`src/rtl/uart_parity_gen.sv`:
```
// Registered 16550-style parity generator for the UART transmitter.
// Captures the parity of the active character bits on each tx_load strobe and holds it.
module uart_parity_gen #(
  parameter int DATA_W = 8
) (
  input  logic              clk,
  input  logic              rst,
  input  logic              tx_load,
  input  logic [DATA_W-1:0] tx_data,
  input  logic [1:0]        WLS,
  input  logic              EPS,
  input  logic              PEN,
  input  logic              SP,
  output logic              parity,
  output logic              parity_valid
);

  logic [DATA_W-1:0] mask_c;
  logic              x_c;
  logic              parity_d;
  logic              parity_q;
  logic              valid_q;

  // Character length is 5 + WLS bits; everything above it is ignored.
  always_comb begin
    mask_c = '0;
    for (int i = 0; i < DATA_W; i++) begin
      mask_c[i] = (i <= (4 + int'(WLS)));
    end
  end

  assign x_c = ^(tx_data & mask_c);

  always_comb begin
    parity_d = 1'b0;
    if (!PEN)      parity_d = 1'b0;
    else if (SP)   parity_d = ~EPS;
    else if (EPS)  parity_d = x_c;
    else           parity_d = ~x_c;
  end

  // parity_valid: sticky flag, set by the first load after reset; parity is
  // valid whenever it is 1 and is replaced on every tx_load edge (no backpressure).
  always_ff @(posedge clk or posedge rst) begin
    if (rst) begin
      parity_q <= 1'b0;
      valid_q  <= 1'b0;
    end else if (tx_load) begin
      parity_q <= parity_d;
      valid_q  <= 1'b1;
    end
  end

  assign parity       = parity_q;
  assign parity_valid = valid_q;

endmodule

```
`config.mk`:
```
export PLATFORM = sky130hd
export DESIGN_NAME = uart_parity_gen
export DESIGN_NICKNAME = d
export VERILOG_FILES = /design/src/rtl/uart_parity_gen.sv
export SDC_FILE = /design/constraint.sdc
export NUM_CORES = 1
export LEC_CHECK = 0
export ABC_CLOCK_PERIOD_IN_PS = 1110
export CORE_AREA = 8 8 45 47
export DETAILED_ROUTE_END_ITERATION = 10
export DIE_AREA = 0 0 53 55
export GPL_TIMING_DRIVEN = 0
export MAX_ROUTING_LAYER = met4
export PLACE_DENSITY = 0.56
export SYNTH_ARGS = -nofsm -noshare
export SYNTH_HDL_FRONTEND = slang
export SYNTH_SLANG_ARGS = --single-unit
export TNS_END_PERCENT = 50
```
`constraint.sdc`:
```
create_clock -name clk -period 1.11 [get_ports clk]
set_input_delay 0.111 -clock clk [delete_from_list [all_inputs] [get_ports clk]]
set_output_delay 0.111 -clock clk [all_outputs]
set_load 0.005 [all_outputs]
```
==> impl_report.txt <==
PHYSICAL IMPLEMENTATION REPORT
----------------------------------------------------
[Floorplanning]
  Core area ........................ 1380 um2

[Hold path]
  Type of the most critical hold path ........................ in -> async

[Worst setup path]
  RR Endpoint ........................ parity_valid$_DFFE_PP0P_
  Crit Path Class ........................ in -> reg
  Critical R2R Launch ........................ parity_valid$_DFFE_PP0P_
  Req. time, crit path ........................ 1.23 ns
  Arrival time of the worst setup path ........................ 1.39 ns
  Worst setup EP type ........................ register

[Finish]
  Top cell excl fill/tap ........................ dlygate4sd2_1
  Area taken by multi-input logic gates ........................ 215 um2
  Clock buffer instance count of the final layout ........................ 3
  Sequential share of cell area ........................ 0.106
  Number of flip-flops and latches ........................ 2
  Portion of the layout cell area used by clock cells ........................ 0.0476

[Yosys]
  Top cells by area in the synthesized netlist ........................ dfrtp_1 21%, xnor2_4 12%, xnor3_2 10%
  Fraction of post-synthesis cell area in the top cell type by area ........................ 0.211
  Count of library flops with an enable pin ........................ 0
  Combined area of all synthesized cells ........................ 238 um2
  Mapped Avg Cell Area ........................ 10.3 um2
  Nets in the synthesized netlist ........................ 39

[STA]
  Pin slew with the least headroom to its limit ........................ 0.265 ns
  Final Setup Violations ........................ 1
  Setup repair after global routing missed its margin ........................ true
  Maximum clock frequency ........................ 787 MHz
  Aggregate negative setup slack ........................ -0.161 ns
  Smallest setup slack after layout ........................ -0.161 ns

[Power and ir drop]
  Clk network pwr share ........................ 0.377
  Power Internal ........................ 0.318 mW

[Clock network]
  Clock latency reported for the late side of the worst-skew pair ........................ 0.22 ns
  Buffer cell driving the clock tree root ........................ clkbuf_4
  Number of clock sinks ........................ 2

[Run]
  Count of warning messages emitted by the tools ........................ 29

[Detailed routing]
  Remaining DRCs ........................ 0
  Post-route ant nets ........................ 0

[Outcome]
  Run status ........................ finished, violations left
  Violated checks ........................ negative setup slack

[Placement]
  Detail Placement HPWL ........................ 548 um

----------------------------------------------------
==> power groups by stage <==
stage | Clock [mW] | Combinational, mW | Sequential, mW
final | 0.167 | 0.195 | 0.0800
after floorplan | 0 | 0.0777 | 0.0816
after CTS | 0.169 | 0.163 | 0.0801
after global placement | 0 | 0.159 | 0.0809
after detailed placement | 0 | 0.160 | 0.0811
after global routing | 0.177 | 0.207 | 0.0803
==> registers in the layout (all words and copies together), names as in the netlist <==
signal / cells
parity_valid: 1
parity: 1
==> timing repair <==
item / CTS / global route
hold buffers: 0 / 0
cloned: 0 / 0
setup buffers: 1 / 0
pin swaps: 5 / 5
setup endpoints to repair: 3 / 1
gates resized: 19 / 10
==> cell families after synthesis <==
group                     after synthesis  share of synthesized area
DFF                                     2                      0.211
AOI/OAI and AO/OA                       5                      0.158
and+or+nand+nor                         9                      0.242
xor gates and xnor gates                5                      0.358
buffers and inverters                   2                     0.0316
==> worst max-delay path, cell delays in order <==
cell and delay [ns]:
dlygate4sd2_1 0.25, and3b_1 0.19, o21ai_2 0.16, a31oi_2 0.15, o31a_1 0.32, o32ai_2 0.20
==> per-stage QoR <==
stage                     worst slack [ns]  instance area (um2)  total power, mW  utilization  hold slack (ns)
final                               -0.161                  473            0.442        0.342           0.0340
after global routing                -0.214                  473            0.464        0.342           0.0385
after CTS                           -0.280                  449            0.412        0.325           0.0376
after detailed placement            -0.757                  428            0.241        0.309            0.278
after global placement              -0.780                  428            0.240        0.309            0.271
after floorplan                     -0.215                  238            0.159            -           -0.148
==> routing by layer <==
| metal | track usage | vias up | part of all wire |
|---|---|---|---|
| met1 | 0.0457 | 118 | 0.34 |
| met5 | - | - | 0 |
| met3 | 0.0214 | 0 | 0.036 |
| li1 | - | 126 | - |
| met4 | 0.0388 | 0 | 0 |
| met2 | 0.102 | 7 | 0.62 |
Figure 1. Close-up of the layout.
Region (16, 18) to (36, 38) um. Cells in gray, sequential cells in the stronger gray; small squares are vias.
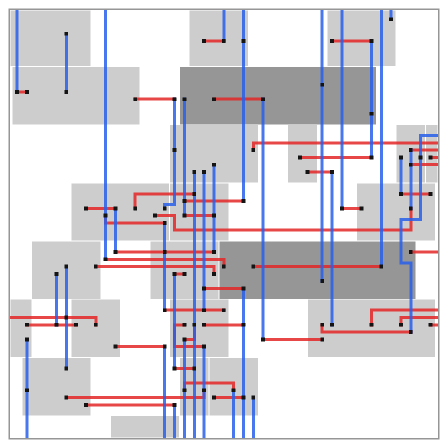
| color | layer |
|---|---|
| blue | M2 |
| red | M1 |
sequential cells in the window: 2
cells with their middle in the window: 20
netlist names of flops here include: parity (1), parity_valid (1)

Figure 2. Track usage over the die.
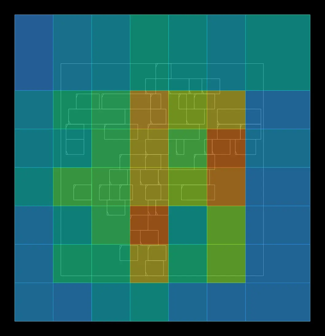
routed length per placed instance: 12.8 um
global-route track usage on met1: 0.0457
GRT Total Usage: 0.0558
met3 Use GR: 0.0214
met2 usage: 0.102

Figure 3. Signal wires on met1.
Scale: 6 px per um. Cells faint in the background.
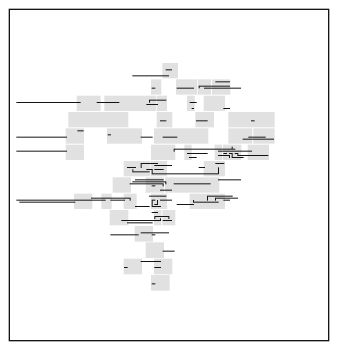
wire length on this layer: 261 um
main direction: horizontal
detailed-route wire length: 768 um
Via Count: 251

Figure 4. Signal wires on met2.
Scale: 8 px per um.
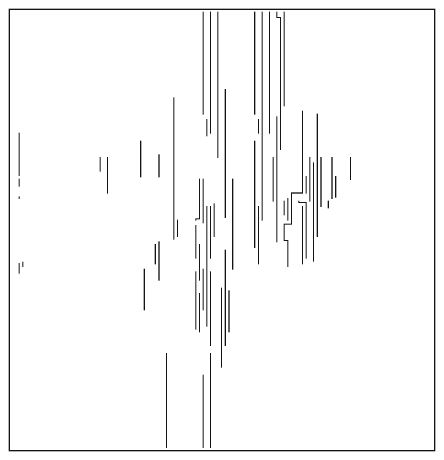
main direction: vertical
nets with wire on the layer: 57
longest straight run: 26.0 um

Figure 5. I/O pins on the die edge.
Scale: 8 px per um. Pins as bars across the die edge, other pins in gray.
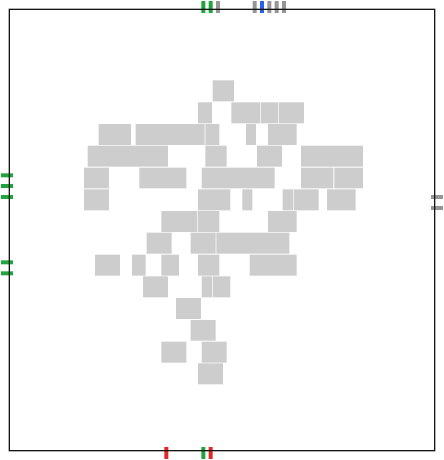
| color | port | pins | direction | edge |
|---|---|---|---|---|
| blue | PEN | 1 | input | top |
| green | tx_data | 8 | input | 5 left, 2 top, 1 bottom |
| red | WLS | 2 | input | bottom |
Die Height: 55 um
horizontal die dimension: 53 um
number of port buffers: 17

No activity file was given, so power comes from the tool's default toggle rates.
